## src/rtl/codma_bus_arbiter.sv

```systemverilog
// Round-robin owner of the shared 64-bit codma memory bus between the read and write machines.
// A grant is held until the decoded number of beats completes, or until a slave error or a stall aborts it.
module codma_bus_arbiter #(
    parameter int TIMEOUT_CYCLES = 64,
    parameter int CNT_W          = 8
) (
    input  logic       clk_i,
    input  logic       reset_n_i,
    input  logic       rd_req_i,
    input  logic [3:0] rd_size_i,
    input  logic       wr_req_i,
    input  logic [3:0] wr_size_i,
    input  logic       beat_i,
    input  logic       slv_error_i,
    output logic       rd_grant_o,
    output logic       wr_grant_o,
    output logic [3:0] bus_size_o,
    output logic [2:0] beat_count_o,
    output logic       done_o,
    output logic       error_o,
    output logic       owner_o
);

    typedef enum logic [1:0] {ARB_IDLE, ARB_GRANT, ARB_DONE} arb_state_t;

    localparam logic [CNT_W-1:0] STALL_LAST = CNT_W'(TIMEOUT_CYCLES - 1);

    // Beats per size code; zero marks an illegal code.
    function automatic logic [2:0] f_beats(input logic [3:0] size);
        case (size)
            4'd3:    f_beats = 3'd1;
            4'd8:    f_beats = 3'd2;
            4'd9:    f_beats = 3'd4;
            default: f_beats = 3'd0;
        endcase
    endfunction

    arb_state_t       r_state;
    logic             r_rd_grant;
    logic             r_wr_grant;
    logic [3:0]       r_size;
    logic [2:0]       r_cnt;
    logic             r_done;
    logic             r_err;
    logic             r_owner;
    logic             r_last_owner;
    logic [CNT_W-1:0] r_stall;

    logic       w_sel_valid;
    logic       w_sel_wr;
    logic [3:0] w_sel_size;
    logic [2:0] w_sel_beats;
    logic [2:0] w_need;

    // On a tie the machine that did not own the bus last wins.
    assign w_sel_valid = rd_req_i | wr_req_i;
    assign w_sel_wr    = wr_req_i & (~rd_req_i | ~r_last_owner);
    assign w_sel_size  = w_sel_wr ? wr_size_i : rd_size_i;
    assign w_sel_beats = f_beats(w_sel_size);
    assign w_need      = f_beats(r_size);

    always_ff @(posedge clk_i or negedge reset_n_i) begin
        if (!reset_n_i) begin
            r_state      <= ARB_IDLE;
            r_rd_grant   <= 1'b0;
            r_wr_grant   <= 1'b0;
            r_size       <= 4'd0;
            r_cnt        <= 3'd0;
            r_done       <= 1'b0;
            r_err        <= 1'b0;
            r_owner      <= 1'b0;
            r_last_owner <= 1'b1;
            r_stall      <= '0;
        end else begin
            r_done <= 1'b0;
            r_err  <= 1'b0;
            case (r_state)
                ARB_IDLE: begin
                    if (w_sel_valid) begin
                        r_last_owner <= w_sel_wr;
                        if (w_sel_beats != 3'd0) begin
                            r_state    <= ARB_GRANT;
                            r_rd_grant <= ~w_sel_wr;
                            r_wr_grant <= w_sel_wr;
                            r_size     <= w_sel_size;
                            r_cnt      <= 3'd0;
                            r_stall    <= '0;
                            r_owner    <= w_sel_wr;
                        end else begin
                            r_err <= 1'b1;
                        end
                    end
                end
                ARB_GRANT: begin
                    // Count reaches the target on one edge; the grant drops on the next.
                    if (slv_error_i || (!beat_i && r_cnt != w_need && r_stall == STALL_LAST)) begin
                        r_state    <= ARB_IDLE;
                        r_err      <= 1'b1;
                        r_rd_grant <= 1'b0;
                        r_wr_grant <= 1'b0;
                        r_size     <= 4'd0;
                        r_cnt      <= 3'd0;
                    end else if (r_cnt == w_need) begin
                        r_state    <= ARB_DONE;
                        r_done     <= 1'b1;
                        r_rd_grant <= 1'b0;
                        r_wr_grant <= 1'b0;
                        r_size     <= 4'd0;
                        r_cnt      <= 3'd0;
                    end else if (beat_i) begin
                        r_cnt   <= r_cnt + 3'd1;
                        r_stall <= '0;
                    end else begin
                        r_stall <= r_stall + CNT_W'(1);
                    end
                end
                ARB_DONE: r_state <= ARB_IDLE;
                default:  r_state <= ARB_IDLE;
            endcase
        end
    end

    assign rd_grant_o   = r_rd_grant;
    assign wr_grant_o   = r_wr_grant;
    assign bus_size_o   = r_size;
    assign beat_count_o = r_cnt;
    assign done_o       = r_done;
    assign error_o      = r_err;
    assign owner_o      = r_owner;

endmodule

```

## config.mk

```make
export PLATFORM = sky130hd
export DESIGN_NAME = codma_bus_arbiter
export DESIGN_NICKNAME = d
export VERILOG_FILES = /design/src/rtl/codma_bus_arbiter.sv
export SDC_FILE = /design/constraint.sdc
export NUM_CORES = 1
export LEC_CHECK = 0
export CAP_MARGIN = 5
export CORE_UTILIZATION = 51
export CTS_BUF_LIST = sky130_fd_sc_hd__clkbuf_16
export CTS_CLUSTER_SIZE = 24
export DETAILED_ROUTE_END_ITERATION = 10
export PLACE_DENSITY_LB_ADDON = 0.08
export REMOVE_ABC_BUFFERS = 1
export SLEW_MARGIN = 40
export SYNTH_ARGS = -nofsm -noshare
export SYNTH_HDL_FRONTEND = slang
export SYNTH_SLANG_ARGS = --single-unit
```

## constraint.sdc

```tcl
create_clock -name clk_i -period 1.9 [get_ports clk_i]
set_input_delay 0.19 -clock clk_i [delete_from_list [all_inputs] [get_ports clk_i]]
set_output_delay 0.19 -clock clk_i [all_outputs]
set_load 0.01 [all_outputs]
```

==> GITHUB_STEP_SUMMARY <==
## Implementation flow summary

| Metric | Value |
|---|---|
| Outcome | `completed` |
| Initial Util | `54.8%` |
| Post-synthesis cell type with the largest combined area | `dfrtp_1` |
| Slowest stage delay, CP | `0.59 ns` |
| Hold Fails Final Rpt | `0` |
| Met1 usage | `32.3%` |
| Late-Pin Clk Latency | `0.25 ns` |
| CP Max Fanout | `9` |
| Clock tree buffer depth | `2` |
| Vias in the first global route | `1,254` |
| Crit path launch | `r_last_owner` |
| Fin crit period | `1.85 ns` |
| DR vias/cell | `6.01` |
| Post-DP HPWL | `2.50 mm` |
| Number of synthesized flops with an enable pin | `0` |
| Fill cell count | `181` |
| Cell Type Count | `46` |
| Asr flop ratio synth | `100%` |
| Die x size | `53.8 um` |
| Port Buffer Count | `25` |
| P_seq | `0.721 mW` |
| Flop pwr share | `33.9%` |
| Die H | `53.8 um` |
| Leakage | `0.764 nW` |
| Initial antenna violation count | `0` |
| # Cells Yosys | `138` |
| Crit-path slowest cell | `dfstp_2` |
| Synth top area share | `40.2%` |
| WL/cell | `16.6 um` |
| Yosys stat area | `0.00137 mm^2` |
| Clock net power | `0.450 mW` |
| GPL Wtd Cong | `0.793` |
| Top cells, area | `dfrtp_1 (40%), mux2i_1 (4.4%), nand3_1 (4.4%)` |
| Maximum Capacitance Violations | `0` |
| Reg-to-Reg End | `r_stall[0]` |
| Mux cell area share | `4.39%` |
| Met2 global-route usage | `49.4%` |
| TritonCTS clock tree | `done` |
| Synth flops | `23` |
| Yosys simple share | `24.5%` |
| Nets | `199` |
| Placed insts | `206` |
| R2R Path Start | `r_last_owner` |
| Fmax | `0.540 GHz` |
| Crit path kind | `reg -> reg` |
| Worst setup path end | `r_stall[0]` |
| Cts repair resizes | `2` |
| Violation count after the first detailed-route iteration | `47` |
| R2R Setup Slk | `0.05 ns` |
| Antenna cells | `0` |
| Pwr top | `combinational cells` |
| Most instantiated library cell after synthesis | `dfrtp_1` |
| Post-Synth AOI/OAI Area | `22.9%` |
| Hold buffer count at cts | `0` |
| Most common flop cell mapped by yosys | `dfrtp_1` |
| Total CTS buffers | `3` |
| Final WS setup | `0.0472 ns` |
| Clock slew at reported path FFs | `0.06 ns` |
| WP data required | `2.06 ns` |
| Mapped Cells | `138` |
| Worst Tran Pin Value | `0.507 ns` |
| DIE AREA | `0.00289 mm^2` |
| Max transition margin | `66.1%` |
| Delay-heaviest family, CP | `AND-OR/OR-AND gates` |
| Post-route ant nets | `0` |
| CORE AREA | `0.00250 mm^2` |
| Row count | `18` |
| IO Pins | `26` |
| Flop area | `577 um^2` |
| Yosys adder share | `1.83%` |
| Tot Pwr | `2.13 mW` |
| Total GRT Usage | `27.9%` |
| Comb. pwr | `0.955 mW` |
| CTS H-tree lvls | `1` |
| Top Usage Layer GRT | `met2` |
| Top Layout Cells | `clkdlybuf4s50_1 (25), dfrtp_1 (22), buf_4 (15)` |
| Layout cells sized above 1 | `18.7%` |
| Reg2Reg Depth | `6` |
| Buf/Inv on CP | `1` |
| Sw power | `0.752 mW` |
| Switching fraction of total power | `35.4%` |
| Endpoint type of the worst setup path | `flip-flop` |
| Cycle use final | `97.5%` |
| Avg Cell Area, Syn | `9.92 um^2` |
| Logic area | `767 um^2` |
| Most numerous logic cell after layout | `clkdlybuf4s50_1` |
| WL final | `3.51 mm` |
| Worst Path Arrival | `2.01 ns` |
| Crit path depth | `6` |
| Clock power share | `21.2%` |
| Clock Skews | `0.00209 ns` |
| Global route total overflow | `0` |
| Worst Hold Class | `in -> async` |
| Post-layout util | `75.5%` |
| Slew Viols, Final | `0` |
| Yosys warns | `0` |
| Root Driver | `clkbuf_16` |
| M3 GR Usage | `6.50%` |
| First-pass GRT wire length | `5.67 mm` |
| Setup crit start kind | `flip-flop` |
| Fin cells | `212` |
| Pwr Density | `1130 mW/mm^2` |
| Mapped Area | `0.00137 mm^2` |
| Worst path cell trace | `a21bo_2, nand3_1, a41oi_4, nor3_4, buf_12, o21ai_0` |
| CTS sink count | `23` |
| Synth top cells by count | `dfrtp_1 (22), inv_1 (12), nand3_1 (12)` |
| Area Overhead vs Synth | `37.9%` |
| Residual DRC | `0` |
| Largest net degree at the start of global routing | `24` |
| Register area share after synthesis | `42.1%` |
| Setup_tns | `0 ns` |
| Comb power frac | `44.9%` |
| First-pass DRT Iterations | `4` |
| Count of tool warnings | `25` |
| Pre-CTS WS | `-0.151 ns` |
| XOR/XNOR Area Share | `0.640%` |
| Postcts setup bufs | `0` |
| Int Pwr | `1.37 mW` |
| Maximum vdd drop | `0.000887 V` |
| Dominant combinational family | `simple AND/OR/NAND/NOR gates` |
| DR vias | `1,274` |
| Final setup fails | `0` |
[final cells by class]
type	instances	share of cell area, %
clock buffers	3	3.98
clock inverters	1	0.199
inverters	12	2.39
multi-input cells	102	40.6
flip-flops and latches	23	30.6
well taps	30	1.99
repair buffers	41	20.3
[through the flow]
stage                     cell area, um^2  hold WS, ns
after floorplan                      1360       -0.106
after global placement               1770        0.465
after detailed placement             1770        0.477
after CTS                            1850        0.306
after global routing                 1890        0.337
final                                1890        0.295
[sequential cells by signal (all words and copies together) (netlist names)]
name          flops
done_o            1
r_last_owner      1
r_stall           8
r_state           2
wr_grant_o        1
beat_count_o      3
rd_grant_o        1
bus_size_o        4
owner_o           1
error_o           1
[per-layer routing]
metal  vias up  routed length (um)
li1        614                   -
met1       613                1430
met2        43                1890
met3         4                 152
met4         0                  41
met5         -                   0
==> images/placement_by_type.png <==
Fill, decap, tap and diode cells in grey.
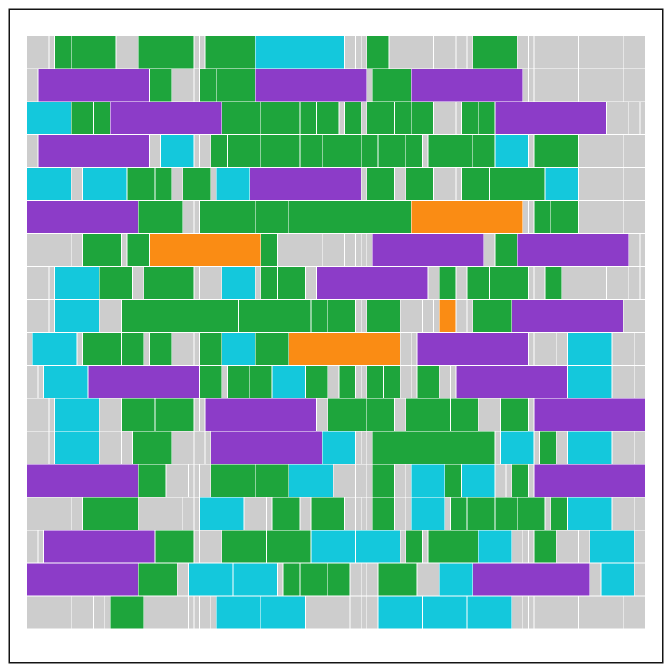
colour	class	cells	share of their area
green	combinational and other logic	114	44%
cyan	other buffers and delay cells	41	21%
orange	clock drivers and dummy loads	4	4.3%
purple	flops	23	31%

==> images/layer_met3.png <==
Bar = 20 um.
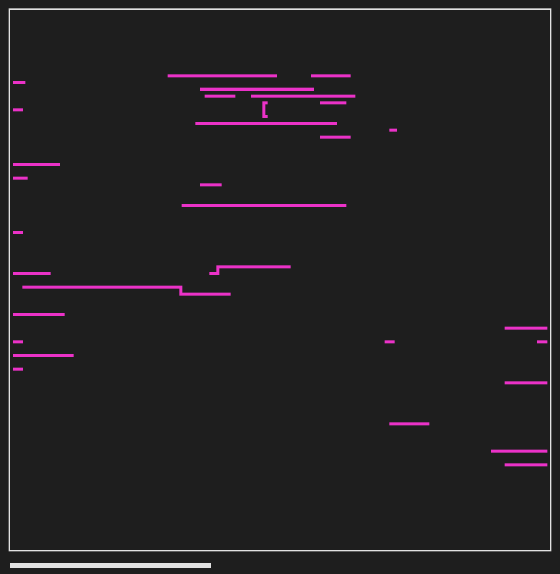
longest straight run	16.1 um
main direction	horizontal
share of all routed wire	4.3%

No activity file was given, so power comes from the tool's default toggle rates.
